Close-up of the layout:
Window x 71 to 111, y 49 to 89 um. Cells in grey, sequential cells in the stronger grey; small squares are vias.
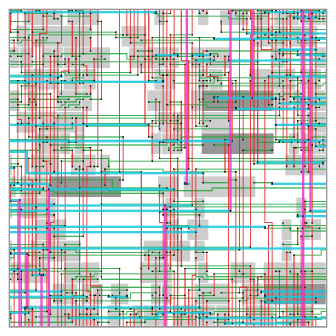
Signal wires on met3:
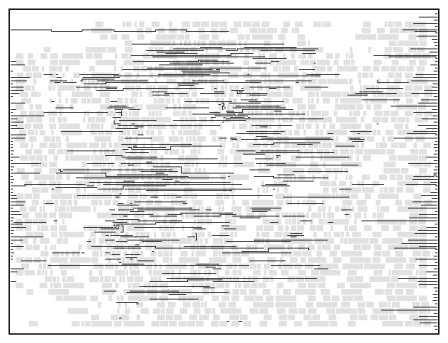
Clock nets:
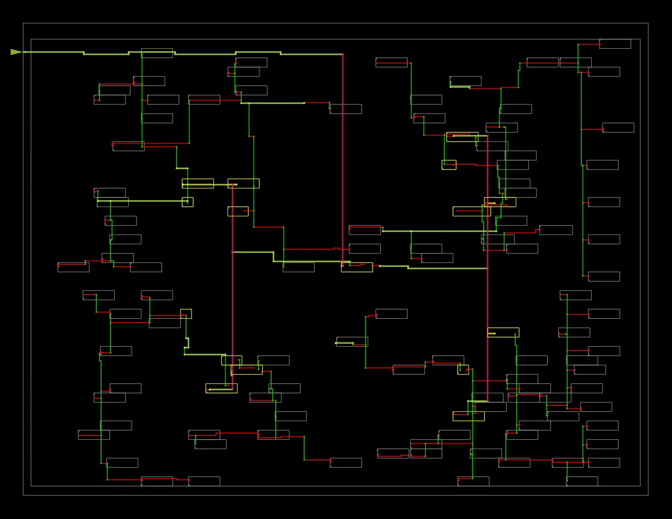
Routed metal per tile:
Scale bar: 50 um. 37 x 28 tiles, from white (low) to dark blue (high), scaled to the fullest tile. Values are wire area over tile area, all layers added.
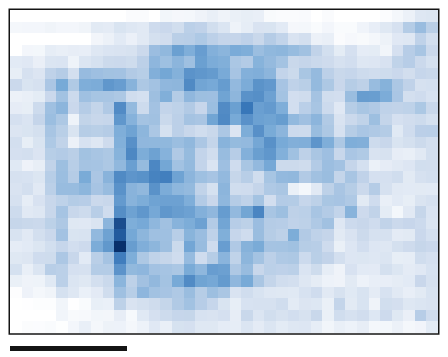
Routed clock nets over the placement:
Scale bar: 50 um.
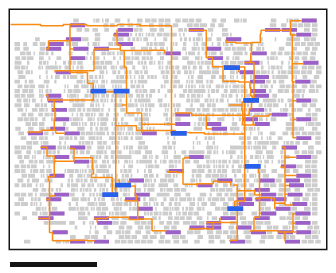
$ cat config.mk
export PLATFORM = sky130hd
export DESIGN_NAME = pc_unit
export DESIGN_NICKNAME = d
export VERILOG_FILES = /design/src/rtl/pc_unit.sv
export SDC_FILE = /design/constraint.sdc
export NUM_CORES = 1
export LEC_CHECK = 0
export CORE_ASPECT_RATIO = 0.75
export CORE_MARGIN = 2
export CORE_UTILIZATION = 45
export DETAILED_ROUTE_END_ITERATION = 8
export GPL_ROUTABILITY_DRIVEN = 0
export GPL_TIMING_DRIVEN = 0
export PLACE_DENSITY_LB_ADDON = 0.08
export SLEW_MARGIN = 20
export SYNTH_ARGS = -nofsm -noshare
export SYNTH_HDL_FRONTEND = slang
export SYNTH_SLANG_ARGS = --single-unit
$ cat constraint.sdc
create_clock -name clock -period 3.7 [get_ports clock]
set_input_delay 0.555 -clock clock [delete_from_list [all_inputs] [get_ports clock]]
set_output_delay 0.555 -clock clock [all_outputs]
set_load 0.03 [all_outputs]
$ cat src/rtl/pc_unit.sv
`default_nettype none
// ============================================================================
// Module   : pc_unit
// Purpose  : Program-counter and sequencing register stage for the multi-cycle
//            LEGv8 datapath. Holds the architectural PC, instruction register,
//            NZCV status register and control state. It applies the PC function
//            selected by the control-unit decoders.
//
// Ports    : clock        in   rising-edge clock
//            reset_n      in   asynchronous active-low reset
//            PC_FS        in   00 hold, 01 PC+4, 10 load PC_in, 11 PC-relative
//            PC_in        in   absolute jump target
//            k_imm        in   raw branch immediate, instruction bits [25:0]
//            k_sel        in   0: 26-bit offset k_imm[25:0]; 1: 19-bit k_imm[23:5]
//            NS           in   next control state
//            status_load  in   capture status_in
//            status_in    in   NZCV from ALU
//            IR_load      in   capture instr_in
//            instr_in     in   instruction word from memory
//            PC_out       out  current PC
//            PC_plus4     out  PC_out + 4 (combinational, BL link value)
//            IR           out  instruction register
//            status       out  NZCV register
//            state        out  current control state
//            align_fault  out  sticky misaligned-load flag
//
// Config   : PC_ALIGN_CHECK_EN
//            defined   - a misaligned absolute load leaves PC unchanged and sets
//                        align_fault, which stays set until reset.
//            undefined - the low two bits of PC_in are cleared on load, and
//                        align_fault is tied low.
//
// Revision : 1.0  initial release
// ============================================================================
module pc_unit #(
    parameter int                 WIDTH        = 64,
    parameter logic [WIDTH-1:0]   RESET_VECTOR = '0
) (
    input  logic             clock,
    input  logic             reset_n,
    input  logic [1:0]       PC_FS,
    input  logic [WIDTH-1:0] PC_in,
    input  logic [25:0]      k_imm,
    input  logic             k_sel,
    input  logic [3:0]       NS,
    input  logic             status_load,
    input  logic [3:0]       status_in,
    input  logic             IR_load,
    input  logic [31:0]      instr_in,
    output logic [WIDTH-1:0] PC_out,
    output logic [WIDTH-1:0] PC_plus4,
    output logic [31:0]      IR,
    output logic [3:0]       status,
    output logic [3:0]       state,
    output logic             align_fault
);

    logic [WIDTH-1:0] pc_q,     pc_d;
    logic [31:0]      ir_q,     ir_d;
    logic [3:0]       status_q, status_d;
    logic [3:0]       state_q,  state_d;

    logic [WIDTH-1:0] w_pc_plus4;
    logic [WIDTH-1:0] w_offset;
    logic [WIDTH-1:0] w_jump;

    // Word offset is sign-extended to full width first, so the <<2 keeps the
    // sign and the add wraps modulo 2^WIDTH. Relative to PC_out, not PC+4.
    assign w_offset   = k_sel ? {{(WIDTH-19){k_imm[23]}}, k_imm[23:5]}
                              : {{(WIDTH-26){k_imm[25]}}, k_imm[25:0]};
    assign w_jump     = pc_q + (w_offset << 2);
    assign w_pc_plus4 = pc_q + WIDTH'(4);

`ifdef PC_ALIGN_CHECK_EN
    logic fault_q, fault_d;

    always_comb begin
        pc_d    = pc_q;
        fault_d = fault_q;
        case (PC_FS)
            2'b01:   pc_d = w_pc_plus4;
            2'b10: begin
                if (PC_in[1:0] != 2'b00) begin
                    fault_d = 1'b1;
                end else begin
                    pc_d = PC_in;
                end
            end
            2'b11:   pc_d = w_jump;
            default: pc_d = pc_q;
        endcase
    end

    always_ff @(posedge clock or negedge reset_n) begin
        if (!reset_n) begin
            fault_q <= 1'b0;
        end else begin
            fault_q <= fault_d;
        end
    end

    assign align_fault = fault_q;
`else
    logic [WIDTH-1:0] w_pc_in_aligned;

    assign w_pc_in_aligned = PC_in & ~{{(WIDTH-2){1'b0}}, 2'b11};

    always_comb begin
        pc_d = pc_q;
        case (PC_FS)
            2'b01:   pc_d = w_pc_plus4;
            2'b10:   pc_d = w_pc_in_aligned;
            2'b11:   pc_d = w_jump;
            default: pc_d = pc_q;
        endcase
    end

    assign align_fault = 1'b0;
`endif

    // state follows NS unconditionally; IR and status are independent loads.
    always_comb begin
        state_d  = NS;
        ir_d     = IR_load     ? instr_in  : ir_q;
        status_d = status_load ? status_in : status_q;
    end

    always_ff @(posedge clock or negedge reset_n) begin
        if (!reset_n) begin
            pc_q     <= RESET_VECTOR;
            ir_q     <= 32'h0;
            status_q <= 4'h0;
            state_q  <= 4'h0;
        end else begin
            pc_q     <= pc_d;
            ir_q     <= ir_d;
            status_q <= status_d;
            state_q  <= state_d;
        end
    end

    assign PC_out   = pc_q;
    assign PC_plus4 = w_pc_plus4;
    assign IR       = ir_q;
    assign status   = status_q;
    assign state    = state_q;

endmodule
`default_nettype wire

==> impl_metrics.tcl <==
# flow metrics
set metrics [dict create \
    dp_slack_ns -1.03 \
    numPortBuffers 295 \
    finalPower_mw 10.6 \
    top_logic_kind "AND-OR/OR-AND gates" \
    min_path_type "input pin to async pin" \
    worst_pin_slew_ns 1.10 \
    startpoint_type "flip-flop" \
    core-area_sq_mm 0.0232 \
    globalRouteMet1Util_pct 48.9 \
    intPower_mw 4.92 \
    ff_type "dfrtp_1" \
    area_leaders "dfrtp_1, ha_1, xnor2_1" \
    lay_top_cells "clkdlybuf4s50_1, nand2_1, a21oi_1" \
    grt_use_met2_pct 50.5 \
    clockBufferDepth 2 \
    critPathSlowestCell "dfrtp_1" \
    insertion_delay_ns 0.38 \
    clock_skew_ns 0.0165 \
    p_seq_share_pct 19.2 \
    switching_power_mw 5.68 \
    synth.yosys.warnings 0 \
    synth_seq_share_pct 23.7 \
    final_cell_area_sq_mm 0.0150 \
    ys_cells 1306 \
    cts_root_buf "clkbuf_16" \
    routedWlPerCell_um 22.7 \
    edf_count 0 \
    yosys_area_sq_mm 0.0108 \
    mostFrequentLayoutCell "clkdlybuf4s50_1" \
    status "finished, final reports clean" \
    instances_no_fill 1946 \
    post-route-drc-count 0 \
    crit_buf_inv 4 \
    relSlewSlack_pct 26.4 \
    fp.dieH_um 138 \
    synth_adder_area_share_pct 7.39 \
    seq_share_pct 17.1 \
    p_clk_share_pct 10.4 \
    overflow 0 \
    aoi_share_pct 21.3 \
    wl_met1_um 19500 \
    critPathMaxStageDelay_ns 0.43 \
    die_x_um 183 \
    p_comb_mw 7.47 \
    routed-wl-met2_um 18000 \
    grt_max_degree 71 \
    cts_made_buffers 9 \
    logic_area_sq_mm 0.00796 \
    rsz0062_at_grt "yes" \
    crit_start "PC_out[13]$_DFFE_PN0P_" \
    p_per_area_mw_per_mm2 709 \
    ys_top_cells_by_count "nand2_1, a21oi_1, dfrtp_1" \
    nets 1841 \
    clkCellAreaFrac_pct 2.18 \
    synthMuxAreaShare_pct 9.67 \
    finalSetupViolCount 0 \
    dieArea_sq_mm 0.0252 \
    wl_met3_um 5280 \
    cap_violations 0 \
    top_power_group "combinational logic" \
    synth_dominant_cell_count "nand2_1" \
    grt_pass1_wl_um 65700 \
    fin_setup_tns_ns 0 \
    num_io_pins 306 \
    cts.htree.levels 3 \
    period_used_pct 98.7 \
    dr.pass1.iters 6 \
    end_kind "output port" \
    cp_max_fo 8 \
    worst-endpoint-required_ns 3.14 \
    utilization_pct 64.3 \
    flop-count 102 \
    hpwl_um 33400 \
    track_usage_pct 34.4 \
    inverters 35 \
    path_cells "buf_2, nand4_1, nor3_2, and4_1, buf_4, and3_1, buf_2, and3_1, xor2_2, clkdlybuf4s15_2" \
    regToRegStartpoint "PC_out[2]$_DFFE_PN0P_" \
    tap_cells 300 \
    logic_gate_count 1089 \
    crit_family "simple AND/OR/NAND/NOR gates" \
    place_area_sq_mm 0.0142 \
    avgViaCountPerCell 6.09 \
    regArea_sq_mm 0.00255 \
    finalHoldViolCount 0 \
    grtUsageMet3_pct 8.95 \
    drv_slew 0 \
    fin_hold_ws_ns 0.0629 \
    area_growth_pct 38.8 \
    dp_cells 1906 \
    sh_comb_area_pct 53.2 \
]
Notes on 'close-up of the layout' above:
[metal 4] magenta
[metal 3] cyan
[metal 2] red
[metal 1] green
netlist names of flops here include: PC_out (4)
sequential cells in the window: 4
cells with their middle in the window: 111
most frequent: clkbuf_1 (12), nand2_1 (10), a21oi_1 (9)

Notes on 'signal wires on met3' above:
main direction: horizontal
wire length on this layer: 5,280 um
nets with wire on the layer: 366

Notes on 'clock nets' above:
clk sink count: 102
Clock Buffer Count: 9

Notes on 'routed metal per tile' above:
tiles over half the peak: 8.9%
mean over tiles: 0.30
densest ninth of the die: centre

Notes on 'routed clock nets over the placement' above:
[flip-flops] purple | count: 102
[clock drivers] blue | count: 9
[clock wires] orange | length: 1,760 um
flops lie: spread over the die

repair_timing:
item | in CTS | in global routing
pin swaps | 5 | 16
gates resized | 65 | 65
hold buffers | 0 | 0
cloned | 2 | 1
setup buffers | 10 | 13
setup endpoints to repair | 93 | 52
path summary, 6_finish.rpt:
kind | to | slack [ns] | depth (start not counted)
max reg2reg | PC_out[58]$_DFFE_PN0P_ | 0.36 | 14
min | PC_out[22]$_DFFE_PN0P_ | 0.06 | 1
max | PC_plus4[51] | 0.05 | 10
max in group asynchronous | IR[8]$_DFFE_PN0P_ | 2.94 | 2
min reg2reg | IR[20]$_DFFE_PN0P_ | 0.51 | 1
min in group clock | IR[20]$_DFFE_PN0P_ | 0.51 | 1
